==> src/rtl/mips_pkg.sv <==
// Shared MIPS decode constants, the issue-stage decode bundle,
// and the operand forwarding helper.
package mips_pkg;

    localparam logic [3:0] ALU_ADD  = 4'b0010;
    localparam logic [3:0] ALU_ADDU = 4'b0011;
    localparam logic [3:0] ALU_SUB  = 4'b0110;
    localparam logic [3:0] ALU_SUBU = 4'b1110;
    localparam logic [3:0] ALU_AND  = 4'b0000;
    localparam logic [3:0] ALU_OR   = 4'b0001;
    localparam logic [3:0] ALU_XOR  = 4'b1100;
    localparam logic [3:0] ALU_NOR  = 4'b1010;
    localparam logic [3:0] ALU_SLT  = 4'b0111;
    localparam logic [3:0] ALU_SLTU = 4'b0101;
    localparam logic [3:0] ALU_SLL  = 4'b1000;
    localparam logic [3:0] ALU_SRL  = 4'b1001;
    localparam logic [3:0] ALU_LUI  = 4'b1111;
    localparam logic [3:0] ALU_JAL  = 4'b0100;

    localparam logic [5:0] OP_RTYPE = 6'b000000;
    localparam logic [5:0] OP_ADDI  = 6'b001000;
    localparam logic [5:0] OP_ADDIU = 6'b001001;
    localparam logic [5:0] OP_SLTI  = 6'b001010;
    localparam logic [5:0] OP_SLTIU = 6'b001011;
    localparam logic [5:0] OP_ANDI  = 6'b001100;
    localparam logic [5:0] OP_ORI   = 6'b001101;
    localparam logic [5:0] OP_XORI  = 6'b001110;
    localparam logic [5:0] OP_LUI   = 6'b001111;
    localparam logic [5:0] OP_LW    = 6'b100011;
    localparam logic [5:0] OP_SW    = 6'b101011;
    localparam logic [5:0] OP_BEQ   = 6'b000100;
    localparam logic [5:0] OP_BNE   = 6'b000101;
    localparam logic [5:0] OP_JAL   = 6'b000011;

    localparam logic [5:0] F_SLL  = 6'b000000;
    localparam logic [5:0] F_SRL  = 6'b000010;
    localparam logic [5:0] F_ADD  = 6'b100000;
    localparam logic [5:0] F_ADDU = 6'b100001;
    localparam logic [5:0] F_SUB  = 6'b100010;
    localparam logic [5:0] F_SUBU = 6'b100011;
    localparam logic [5:0] F_AND  = 6'b100100;
    localparam logic [5:0] F_OR   = 6'b100101;
    localparam logic [5:0] F_XOR  = 6'b100110;
    localparam logic [5:0] F_NOR  = 6'b100111;
    localparam logic [5:0] F_SLT  = 6'b101010;
    localparam logic [5:0] F_SLTU = 6'b101011;

    localparam logic [4:0] RA = 5'd31;

    typedef enum logic {EXT_SIGN, EXT_ZERO} ext_e;
    typedef enum logic [1:0] {A_RS, A_RT, A_PC8} a_sel_e;
    typedef enum logic [1:0] {B_RT, B_IMM, B_ZERO} b_sel_e;
    typedef enum logic [1:0] {RD_RD, RD_RT, RD_RA} rd_sel_e;

    typedef struct packed {
        logic [3:0] aluc;
        ext_e       ext;
        a_sel_e     a_sel;
        b_sel_e     b_sel;
        rd_sel_e    rd_sel;
        logic       wen;
        logic       ill;
    } dec_t;

    // EX/MEM result is younger than MEM/WB, so it wins on a tie.
    function automatic logic [31:0] fwd(
        input logic [4:0]  idx,
        input logic [31:0] rf,
        input logic        mwen,
        input logic [4:0]  mrd,
        input logic [31:0] mdata,
        input logic        wwen,
        input logic [4:0]  wrd,
        input logic [31:0] wdata
    );
        if (idx == 5'd0)
            return 32'd0;
        else if (mwen && mrd == idx)
            return mdata;
        else if (wwen && wrd == idx)
            return wdata;
        else
            return rf;
    endfunction

endpackage

==> src/rtl/alu_ctrl_dec.sv <==
// Combinational decode of opcode/funct into ALU code and
// operand, destination and write-enable selects.
module alu_ctrl_dec
    import mips_pkg::*;
(
    input  logic [5:0] op,
    input  logic [5:0] funct,
    output dec_t       dec
);

    always_comb begin
        dec.aluc   = ALU_AND;
        dec.ext    = EXT_SIGN;
        dec.a_sel  = A_RS;
        dec.b_sel  = B_IMM;
        dec.rd_sel = RD_RT;
        dec.wen    = 1'b1;
        dec.ill    = 1'b0;
        case (op)
            OP_RTYPE: begin
                dec.rd_sel = RD_RD;
                dec.b_sel  = B_RT;
                case (funct)
                    F_ADD:  dec.aluc = ALU_ADD;
                    F_ADDU: dec.aluc = ALU_ADDU;
                    F_SUB:  dec.aluc = ALU_SUB;
                    F_SUBU: dec.aluc = ALU_SUBU;
                    F_AND:  dec.aluc = ALU_AND;
                    F_OR:   dec.aluc = ALU_OR;
                    F_XOR:  dec.aluc = ALU_XOR;
                    F_NOR:  dec.aluc = ALU_NOR;
                    F_SLT:  dec.aluc = ALU_SLT;
                    F_SLTU: dec.aluc = ALU_SLTU;
                    F_SLL, F_SRL: begin
                        // shamt rides in the sign-extended imm field
                        dec.aluc  = (funct == F_SLL) ? ALU_SLL : ALU_SRL;
                        dec.a_sel = A_RT;
                        dec.b_sel = B_IMM;
                    end
                    default: begin
                        dec.ill = 1'b1;
                        dec.wen = 1'b0;
                    end
                endcase
            end
            OP_ADDI:  dec.aluc = ALU_ADD;
            OP_ADDIU: dec.aluc = ALU_ADDU;
            OP_SLTI:  dec.aluc = ALU_SLT;
            OP_SLTIU: dec.aluc = ALU_SLTU;
            OP_ANDI: begin
                dec.aluc = ALU_AND;
                dec.ext  = EXT_ZERO;
            end
            OP_ORI: begin
                dec.aluc = ALU_OR;
                dec.ext  = EXT_ZERO;
            end
            OP_XORI: begin
                dec.aluc = ALU_XOR;
                dec.ext  = EXT_ZERO;
            end
            OP_LUI: begin
                dec.aluc = ALU_LUI;
                dec.ext  = EXT_ZERO;
            end
            OP_LW: dec.aluc = ALU_ADD;
            OP_SW: begin
                dec.aluc = ALU_ADD;
                dec.wen  = 1'b0;
            end
            OP_BEQ, OP_BNE: begin
                dec.aluc  = ALU_SUB;
                dec.b_sel = B_RT;
                dec.wen   = 1'b0;
            end
            OP_JAL: begin
                dec.aluc   = ALU_JAL;
                dec.a_sel  = A_PC8;
                dec.b_sel  = B_ZERO;
                dec.rd_sel = RD_RA;
            end
            default: begin
                dec.ill = 1'b1;
                dec.wen = 1'b0;
            end
        endcase
    end

endmodule

==> src/rtl/idex_issue.sv <==
// ID/EX issue stage: decode, operand forwarding and the
// ID/EX pipeline register behind a valid/ready handshake.
module idex_issue
    import mips_pkg::*;
(
    input  logic        CLK,
    input  logic        RST,
    input  logic [31:0] DINSTR,
    input  logic [31:0] DPC4,
    input  logic [31:0] DA,
    input  logic [31:0] DB,
    input  logic        DVALID,
    output logic        DREADY,
    input  logic        MWEN,
    input  logic [4:0]  MRD,
    input  logic [31:0] MDATA,
    input  logic        WWEN,
    input  logic [4:0]  WRD,
    input  logic [31:0] WDATA,
    input  logic        FLUSH,
    input  logic        EREADY,
    output logic        EVALID,
    output logic [3:0]  EALUC,
    output logic [31:0] EXA,
    output logic [31:0] EXB,
    output logic [4:0]  ERD,
    output logic        EWEN,
    output logic        EILL
);

    logic [4:0]  rs, rt, rd;
    logic [15:0] imm;
    logic [31:0] imm_ext, rs_val, rt_val, op_a, op_b;
    logic [4:0]  dst;
    logic        accept;
    dec_t        dec;

    logic        evalid_q, evalid_d;
    logic [3:0]  ealuc_q, ealuc_d;
    logic [31:0] exa_q, exa_d;
    logic [31:0] exb_q, exb_d;
    logic [4:0]  erd_q, erd_d;
    logic        ewen_q, ewen_d;
    logic        eill_q, eill_d;

    assign rs  = DINSTR[25:21];
    assign rt  = DINSTR[20:16];
    assign rd  = DINSTR[15:11];
    assign imm = DINSTR[15:0];

    alu_ctrl_dec u_dec (
        .op    (DINSTR[31:26]),
        .funct (DINSTR[5:0]),
        .dec   (dec)
    );

    always_comb begin
        rs_val  = fwd(rs, DA, MWEN, MRD, MDATA, WWEN, WRD, WDATA);
        rt_val  = fwd(rt, DB, MWEN, MRD, MDATA, WWEN, WRD, WDATA);
        imm_ext = (dec.ext == EXT_ZERO) ? {16'd0, imm}
                                        : {{16{imm[15]}}, imm};
        case (dec.a_sel)
            A_RS:    op_a = rs_val;
            A_RT:    op_a = rt_val;
            A_PC8:   op_a = DPC4 + 32'd4;
            default: op_a = 32'd0;
        endcase
        case (dec.b_sel)
            B_RT:    op_b = rt_val;
            B_IMM:   op_b = imm_ext;
            default: op_b = 32'd0;
        endcase
        case (dec.rd_sel)
            RD_RD:   dst = rd;
            RD_RT:   dst = rt;
            RD_RA:   dst = RA;
            default: dst = 5'd0;
        endcase
        if (!dec.wen)
            dst = 5'd0;
    end

    assign DREADY = !evalid_q || EREADY;
    assign accept = DVALID && DREADY;

    always_comb begin
        evalid_d = evalid_q;
        ealuc_d  = ealuc_q;
        exa_d    = exa_q;
        exb_d    = exb_q;
        erd_d    = erd_q;
        ewen_d   = ewen_q;
        eill_d   = 1'b0;
        if (FLUSH) begin
            evalid_d = 1'b0;
            ewen_d   = 1'b0;
            erd_d    = 5'd0;
        end else if (accept && dec.ill) begin
            evalid_d = 1'b0;
            ewen_d   = 1'b0;
            erd_d    = 5'd0;
            eill_d   = 1'b1;
        end else if (accept) begin
            evalid_d = 1'b1;
            ealuc_d  = dec.aluc;
            exa_d    = op_a;
            exb_d    = op_b;
            erd_d    = dst;
            ewen_d   = dec.wen;
        end else if (DREADY) begin
            evalid_d = 1'b0;
        end
    end

    always_ff @(posedge CLK or posedge RST) begin
        if (RST) begin
            evalid_q <= 1'b0;
            ealuc_q  <= 4'd0;
            exa_q    <= 32'd0;
            exb_q    <= 32'd0;
            erd_q    <= 5'd0;
            ewen_q   <= 1'b0;
            eill_q   <= 1'b0;
        end else begin
            evalid_q <= evalid_d;
            ealuc_q  <= ealuc_d;
            exa_q    <= exa_d;
            exb_q    <= exb_d;
            erd_q    <= erd_d;
            ewen_q   <= ewen_d;
            eill_q   <= eill_d;
        end
    end

    assign EVALID = evalid_q;
    assign EALUC  = ealuc_q;
    assign EXA    = exa_q;
    assign EXB    = exb_q;
    assign ERD    = erd_q;
    assign EWEN   = ewen_q;
    assign EILL   = eill_q;

endmodule

==> config.mk <==
export PLATFORM = sky130hd
export DESIGN_NAME = idex_issue
export DESIGN_NICKNAME = d
export VERILOG_FILES = /design/src/rtl/mips_pkg.sv /design/src/rtl/alu_ctrl_dec.sv /design/src/rtl/idex_issue.sv
export SDC_FILE = /design/constraint.sdc
export NUM_CORES = 1
export LEC_CHECK = 0
export CORE_MARGIN = 4
export CORE_UTILIZATION = 43
export DETAILED_ROUTE_END_ITERATION = 7
export PLACE_DENSITY_LB_ADDON = 0.05
export SLEW_MARGIN = 20
export SYNTH_ARGS = -nofsm -noshare
export SYNTH_HDL_FRONTEND = slang
export SYNTH_HIERARCHICAL = 1
export SYNTH_SLANG_ARGS = --single-unit
==> constraint.sdc <==
create_clock -name CLK -period 3.4 [get_ports CLK]
set_clock_uncertainty 0.2 [all_clocks]
set_input_delay 1.02 -clock CLK [delete_from_list [all_inputs] [get_ports CLK]]
set_output_delay 1.02 -clock CLK [all_outputs]
set_load 0.1 [all_outputs]
==> summary.rpt, run 1 <==
==== FLOW RESULTS ====
----------------------------------------------------
[STA]
  Total count of max-transition violations in the final report ........................ 0
  Max-slew headroom at the worst pin ........................ 67.1%
  Final setup slack of the worst path ........................ -0.103 ns
  Final setup violation count ........................ 54
  Share of the cycle needed by the critical path after routing ........................ 103%

[Power and ir drop]
  Power drawn by the combinational cells ........................ 0.00293 W
  Internal power ........................ 0.00257 W
  Overall power ........................ 0.00520 W
  Total leakage power ........................ 4.59 nW

[Worst setup path]
  Worst-path cell chain ........................ buf_6, or3_4, or4_4, o32ai_4, o21ba_4, nand4bb_4, buf_12, nor3_4, buf_12, buf_4, buf_4, a221o_1
  Origin of the worst setup path ........................ DINSTR[30]
  Total buffers and inverters traversed by the critical path ........................ 5
  Max stage delay cell, worst path ........................ sky130_fd_sc_hd__or4_4
  Crit end category ........................ flip-flop
  WP data required ........................ 3.49 ns
  Worst reg-to-reg path cell count ........................ 7
  Top delay family on crit path ........................ simple AND/OR/NAND/NOR gates
  FF-to-FF setup slack ........................ 1.24 ns

[Yosys]
  Average instance area after synthesis ........................ 7.98 um^2
  Area share of the largest cell type after synthesis ........................ 30.9%
  Main flop type after synthesis ........................ sky130_fd_sc_hd__dfrtp_1
  Yosys Warn Count ........................ 6
  XOR/XNOR Area Share ........................ 7.11%
  Main area contributors ........................ sky130_fd_sc_hd__dfrtp_1 (31%), sky130_fd_sc_hd__mux2i_1 (6.7%), sky130_fd_sc_hd__nand2_1 (6.5%)
  Cell taking the most area after synthesis ........................ sky130_fd_sc_hd__dfrtp_1
  Net count entering floorplan ........................ 982
  Flops after synth ........................ 76
  Asr flop ratio synth ........................ 100%
  Comb area leader ........................ AND-OR/OR-AND gates
  Synth cell count leaders ........................ sky130_fd_sc_hd__nand2_1 (107), sky130_fd_sc_hd__dfrtp_1 (76), sky130_fd_sc_hd__o21ai_0 (70), sky130_fd_sc_hd__nor2_1 (68), sky130_fd_sc_hd__a21oi_1 (47)
  Area of the mapped netlist ........................ 6160 um^2

[Status]
  Violated checks ........................ negative setup slack
  Run status ........................ complete, but fails checks

[Routing]
  Wire per inst ........................ 20.7 um
  Routed metal-1 wirelength ........................ 10.8 mm
  Average via count per standard cell ........................ 5.71
  Number of nets still failing antenna checks after routing ........................ 0
  Starting DRC count in detailed routing ........................ 736

[Layout]
  Antenna cells ........................ 1
  Area used by multi-input combinational logic ........................ 4220 um^2
  Data buffer area share ........................ 37.7%
  Multi-input gate share of the layout cell area ........................ 39.3%
  Non-CTS inverters ........................ 9
  Most common logic cells in the final layout ........................ sky130_fd_sc_hd__clkdlybuf4s50_1 (204), sky130_fd_sc_hd__buf_4 (188), sky130_fd_sc_hd__nand2_1 (98)
  Number of non-clock buffers in the layout ........................ 429
  Top cell category ........................ combinational gates
  Fillers ........................ 1,050
  Total non-filler cell area in the finished layout ........................ 10,700 um^2

[Clock tree]
  Hold_buf cts ........................ 0
  Maximum root-to-sink buffer count ........................ 2

[Global route]
  Wire length of the first global-routing pass ........................ 40.3 mm
  Layer with the highest usage ........................ met2

[Placement]
  Instance area after placement ........................ 10,000 um^2
  Number of input and output port buffers inserted ........................ 285

[Floorplan]
  Die Wd ........................ 128 um
  FP Util ........................ 44.2%

[Flow run]
  Number of max-cap violations ........................ 0

----------------------------------------------------
Fig. 1: run 1, met1 routing
Supply wires on this layer in gray.
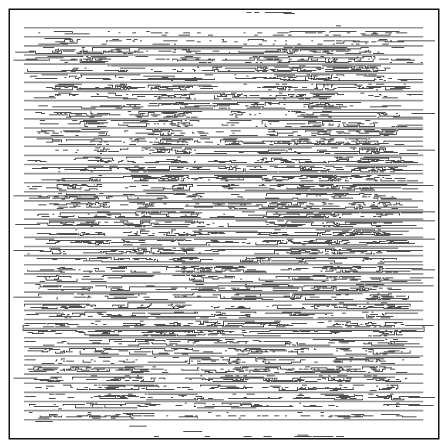
wire length on this layer	10,800 um
nets with wire on the layer	1,206
main direction	horizontal
met1 usage in global routing: 39.2%
overall routed net length: 27.7 mm
via count of the routed design: 7,663

Fig. 2: run 1, signal wires on met2
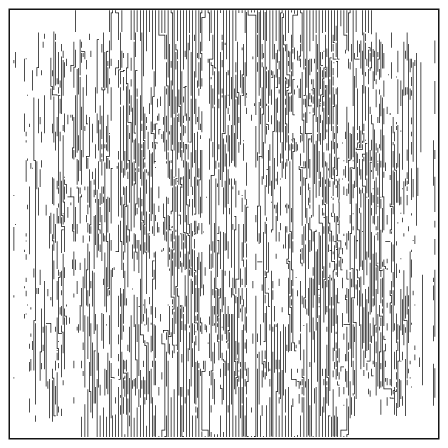
main direction	vertical
share of all routed wire	49%
wire length on this layer	13,600 um
met2 Resource Use GR: 55.2%

Fig. 3: run 1, M3 wires
Scale bar: 50 um. Cells faint in the background.
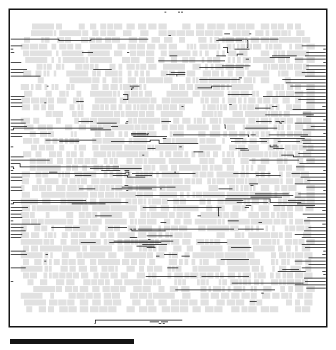
nets with wire on the layer	225
wire length on this layer	2,400 um
longest straight run	63.5 um
main direction	horizontal
share of all routed wire	8.7%
fraction of met3 tracks used by global routing: 5.83%

Fig. 4: run 1, clock nets
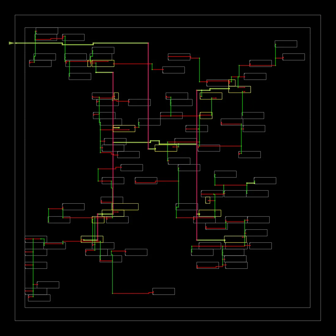

==> run 2: changes to the inputs <==
--- a/config.mk
+++ b/config.mk
@@ -9,6 +9,7 @@
 export CORE_UTILIZATION = 43
 export DETAILED_ROUTE_END_ITERATION = 7
 export PLACE_DENSITY_LB_ADDON = 0.05
+export SKIP_LAST_GASP = 1
 export SLEW_MARGIN = 20
 export SYNTH_ARGS = -nofsm -noshare
 export SYNTH_HDL_FRONTEND = slang
Fig. 5: run 2, clock nets
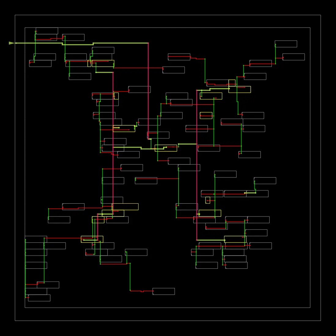
Clock Sink Count: 76
number of buffers inserted during clock tree synthesis: 9
clock buf count: 12

==> run 2 against run 1 <==
The flow still finishes with violations (negative setup slack). Count of clock-buffer cells in the layout unchanged. Non-clock buffer count decreased by 1. Flip-flop count unchanged. Global-route usage about the same. Sequential power about the same. Utilization decreased by 0.30 points. Combinational power about the same. Die size unchanged.
==> summary.rpt, run 2 <==
==== FLOW RESULTS ====
----------------------------------------------------
[Status]
  Run status ........................ complete, but fails checks (unchanged)
  Violated checks ........................ negative setup slack (unchanged)

[Yosys]
  Area share of the largest cell type after synthesis ........................ 30.9% (unchanged)
  Net count entering floorplan ........................ 982 (unchanged)
  Main area contributors ........................ sky130_fd_sc_hd__dfrtp_1 (31%), sky130_fd_sc_hd__mux2i_1 (6.7%), sky130_fd_sc_hd__nand2_1 (6.5%) (unchanged)
  Yosys Warn Count ........................ 6 (unchanged)
  Comb area leader ........................ AND-OR/OR-AND gates (unchanged)
  Flops after synth ........................ 76 (unchanged)
  Asr flop ratio synth ........................ 100% (unchanged)
  Area of the mapped netlist ........................ 6160 um^2 (unchanged)
  Main flop type after synthesis ........................ sky130_fd_sc_hd__dfrtp_1 (unchanged)
  XOR/XNOR Area Share ........................ 7.11% (unchanged)
  Synth cell count leaders ........................ sky130_fd_sc_hd__nand2_1 (107), sky130_fd_sc_hd__dfrtp_1 (76), sky130_fd_sc_hd__o21ai_0 (70), sky130_fd_sc_hd__nor2_1 (68), sky130_fd_sc_hd__a21oi_1 (47) (unchanged)

[Layout]
  Total non-filler cell area in the finished layout ........................ 10,700 um^2 (about the same)
  Top cell category ........................ combinational gates (unchanged)
  Most common logic cells in the final layout ........................ sky130_fd_sc_hd__clkdlybuf4s50_1 (204), sky130_fd_sc_hd__buf_4 (190), sky130_fd_sc_hd__nand2_1 (100) (was sky130_fd_sc_hd__clkdlybuf4s50_1 (204), sky130_fd_sc_hd__buf_4 (188), sky130_fd_sc_hd__nand2_1 (98))
  Fillers ........................ 1,069 (was 1,050)
  Data buffer area share ........................ 37.4% (was 37.7%)
  Non-CTS inverters ........................ 9 (unchanged)
  Number of non-clock buffers in the layout ........................ 428 (was 429)
  Area used by multi-input combinational logic ........................ 4230 um^2 (was 4220 um^2)
  Antenna cells ........................ 1 (unchanged)

[Floorplan]
  FP Util ........................ 44.2% (unchanged)

[Worst setup path]
  Origin of the worst setup path ........................ DINSTR[30] (unchanged)
  Worst reg-to-reg path cell count ........................ 8 (was 7)
  FF-to-FF setup slack ........................ 1.19 ns (was 1.24 ns)
  Crit end category ........................ flip-flop (unchanged)
  Top delay family on crit path ........................ simple AND/OR/NAND/NOR gates (unchanged)
  WP data required ........................ 3.48 ns (was 3.49 ns)

[Flow run]
  Number of max-cap violations ........................ 0 (unchanged)

[Clock tree]
  H-tree depth ........................ 3 (unchanged)
  Hold_buf cts ........................ 0 (unchanged)
  Maximum root-to-sink buffer count ........................ 2 (unchanged)

[STA]
  Final setup violation count ........................ 55 (was 54)
  Final setup slack of the worst path ........................ -0.162 ns (was -0.103 ns)
  Total count of max-transition violations in the final report ........................ 0 (unchanged)
  Max-slew headroom at the worst pin ........................ 65.8% (was 67.1%)

[Global route]
  Fraction of met3 tracks used by global routing ........................ 5.83% (unchanged)
  Wire length of the first global-routing pass ........................ 40.2 mm (was 40.3 mm)
  Met2 Resource Use GR ........................ 55.3% (was 55.2%)
  Layer with the highest usage ........................ met2 (unchanged)

[Routing]
  Detailed-routed wire length on met3 ........................ 2.25 mm (was 2.40 mm)
  Number of nets still failing antenna checks after routing ........................ 0 (unchanged)
  Routed metal-1 wirelength ........................ 10.8 mm (about the same)
  Wire per inst ........................ 20.6 um (was 20.7 um)

[Placement]
  Instance area after placement ........................ 10,000 um^2 (unchanged)
  Number of input and output port buffers inserted ........................ 285 (unchanged)

[Power and ir drop]
  Overall power ........................ 0.00518 W (was 0.00520 W)
  Total leakage power ........................ 4.59 nW (about the same)
  Internal power ........................ 0.00256 W (was 0.00257 W)
  Power drawn by the combinational cells ........................ 0.00292 W (was 0.00293 W)

----------------------------------------------------
Fig. 6: run 2, met1 routing
Supply wires on this layer in gray.
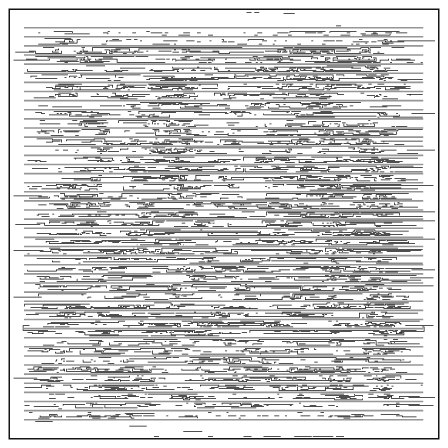
main direction	horizontal
nets with wire on the layer	1,205
share of all routed wire	39%
longest straight run	66.2 um
wire length on this layer	10,800 um
overall routed net length: 27.6 mm
met1 usage in global routing: 39.0%
via count of the routed design: 7,621

Fig. 7: run 2, M3 wires
Scale bar: 50 um. Cells faint in the background.
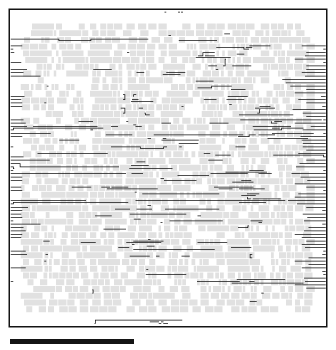

==> run 3: changes to the inputs <==
--- a/config.mk
+++ b/config.mk
@@ -9,6 +9,7 @@
 export CORE_UTILIZATION = 43
 export DETAILED_ROUTE_END_ITERATION = 7
 export PLACE_DENSITY_LB_ADDON = 0.05
+export RECOVER_POWER = 25
 export SKIP_LAST_GASP = 1
 export SLEW_MARGIN = 20
 export SYNTH_ARGS = -nofsm -noshare
Fig. 8: run 3, M3 wires
Scale bar: 50 um. Cells faint in the background.
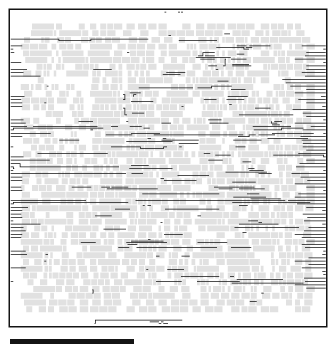
wire length on this layer	2,310 um
nets with wire on the layer	211
longest straight run	60.3 um
share of all routed wire	8.4%
overall routed net length: 27.6 mm
via count of the routed design: 7,633

Fig. 9: run 3, clock nets
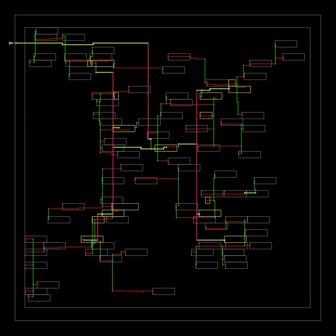
Power Clock: 0.00100 W
clk latency late pin: 0.34 ns
Seq cells: 76

==> run 3 against run 2 <==
The run still ends with negative setup slack left. Combinational power barely moved. Maximum frequency barely moved. Die size did not move. Total power barely moved. Clock power barely moved. Critical path type unchanged. Largest cell class unchanged. Highest routed layer unchanged.
==> summary.rpt, run 3 <==
==== FLOW RESULTS ====
----------------------------------------------------
[Clock tree]
  Maximum root-to-sink buffer count ........................ 2 (unchanged)
  Hold_buf cts ........................ 0 (unchanged)
  Number of buffers inserted during clock tree synthesis ........................ 9 (unchanged)
  Clock Sink Count ........................ 76 (unchanged)
  H-tree depth ........................ 3 (unchanged)

[Routing]
  Starting DRC count in detailed routing ........................ 708 (unchanged)
  Number of nets still failing antenna checks after routing ........................ 0 (unchanged)
  Routed metal-1 wirelength ........................ 10.8 mm (about the same)
  Detailed-routed wire length on met3 ........................ 2.31 mm (was 2.25 mm)
  Wire per inst ........................ 20.6 um (about the same)
  Average via count per standard cell ........................ 5.70 (was 5.69)

[Placement]
  Number of input and output port buffers inserted ........................ 285 (unchanged)
  Instance area after placement ........................ 10,000 um^2 (unchanged)

[Floorplan]
  Die Wd ........................ 128 um (unchanged)
  Overall chip area ........................ 16,300 um^2 (unchanged)
  FP Util ........................ 44.2% (unchanged)

[Yosys]
  Flops after synth ........................ 76 (unchanged)
  Cell taking the most area after synthesis ........................ sky130_fd_sc_hd__dfrtp_1 (unchanged)
  Comb area leader ........................ AND-OR/OR-AND gates (unchanged)
  Area share of the largest cell type after synthesis ........................ 30.9% (unchanged)
  Main flop type after synthesis ........................ sky130_fd_sc_hd__dfrtp_1 (unchanged)
  Area of the mapped netlist ........................ 6160 um^2 (unchanged)
  Net count entering floorplan ........................ 982 (unchanged)
  XOR/XNOR Area Share ........................ 7.11% (unchanged)
  Asr flop ratio synth ........................ 100% (unchanged)
  Synth cell count leaders ........................ sky130_fd_sc_hd__nand2_1 (107), sky130_fd_sc_hd__dfrtp_1 (76), sky130_fd_sc_hd__o21ai_0 (70), sky130_fd_sc_hd__nor2_1 (68), sky130_fd_sc_hd__a21oi_1 (47) (unchanged)
  Average instance area after synthesis ........................ 7.98 um^2 (unchanged)
  Main area contributors ........................ sky130_fd_sc_hd__dfrtp_1 (31%), sky130_fd_sc_hd__mux2i_1 (6.7%), sky130_fd_sc_hd__nand2_1 (6.5%) (unchanged)

[Layout]
  Syn-to-layout area delta ........................ 73.4% (was 73.6%)
  Most common logic cells in the final layout ........................ sky130_fd_sc_hd__clkdlybuf4s50_1 (203), sky130_fd_sc_hd__buf_4 (190), sky130_fd_sc_hd__nand2_1 (100) (was sky130_fd_sc_hd__clkdlybuf4s50_1 (204), sky130_fd_sc_hd__buf_4 (190), sky130_fd_sc_hd__nand2_1 (100))
  Antenna cells ........................ 1 (unchanged)
  Total non-filler cell area in the finished layout ........................ 10,700 um^2 (about the same)
  Clock buf count ........................ 12 (unchanged)
  Multi-input gate share of the layout cell area ........................ 39.6% (was 39.5%)
  Clk cell area share ........................ 2.85% (was 2.84%)
  Fillers ........................ 1,071 (was 1,069)
  Non-CTS inverters ........................ 9 (unchanged)
  Area used by multi-input combinational logic ........................ 4230 um^2 (unchanged)
  Number of non-clock buffers in the layout ........................ 428 (unchanged)
  Top cell category ........................ combinational gates (unchanged)

[Power and ir drop]
  Power drawn by the combinational cells ........................ 0.00292 W (about the same)
  Total leakage power ........................ 4.58 nW (was 4.59 nW)
  Overall power ........................ 0.00518 W (about the same)
  Internal power ........................ 0.00256 W (about the same)

[STA]
  Max-slew headroom at the worst pin ........................ 18.8% (was 65.8%)
  Final setup slack of the worst path ........................ -0.162 ns (about the same)
  Setup tns final ........................ -3.24 ns (was -3.23 ns)
  Final setup violation count ........................ 55 (unchanged)
  Share of the cycle needed by the critical path after routing ........................ 105% (about the same)
  Total count of max-transition violations in the final report ........................ 0 (unchanged)

[Worst setup path]
  Max stage delay cell, worst path ........................ sky130_fd_sc_hd__or4_4 (unchanged)
  Worst reg-to-reg path cell count ........................ 8 (unchanged)
  Worst-path cell chain ........................ buf_6, or3_4, or4_4, o32ai_4, o21ba_4, nor4bb_4, buf_6, buf_6, and3_4, o21ai_2, a31oi_1, a211o_1 (unchanged)
  FF-to-FF setup slack ........................ 1.19 ns (about the same)
  Origin of the worst setup path ........................ DINSTR[30] (unchanged)
  Top delay family on crit path ........................ simple AND/OR/NAND/NOR gates (unchanged)
  Crit end category ........................ flip-flop (unchanged)
  Total buffers and inverters traversed by the critical path ........................ 3 (unchanged)
  WP data required ........................ 3.48 ns (about the same)

[Status]
  Violated checks ........................ negative setup slack (unchanged)
  Run status ........................ complete, but fails checks (unchanged)

[Flow run]
  Number of max-cap violations ........................ 0 (unchanged)

[Global route]
  Fraction of met3 tracks used by global routing ........................ 5.83% (unchanged)
  Met1 usage in global routing ........................ 39.0% (unchanged)
  Met2 Resource Use GR ........................ 55.3% (unchanged)
  Number of antenna violations at the first check in global routing ........................ 1 (unchanged)
  Wire length of the first global-routing pass ........................ 40.2 mm (unchanged)
  Layer with the highest usage ........................ met2 (unchanged)

----------------------------------------------------
Power is estimated from default activity; no workload was simulated.
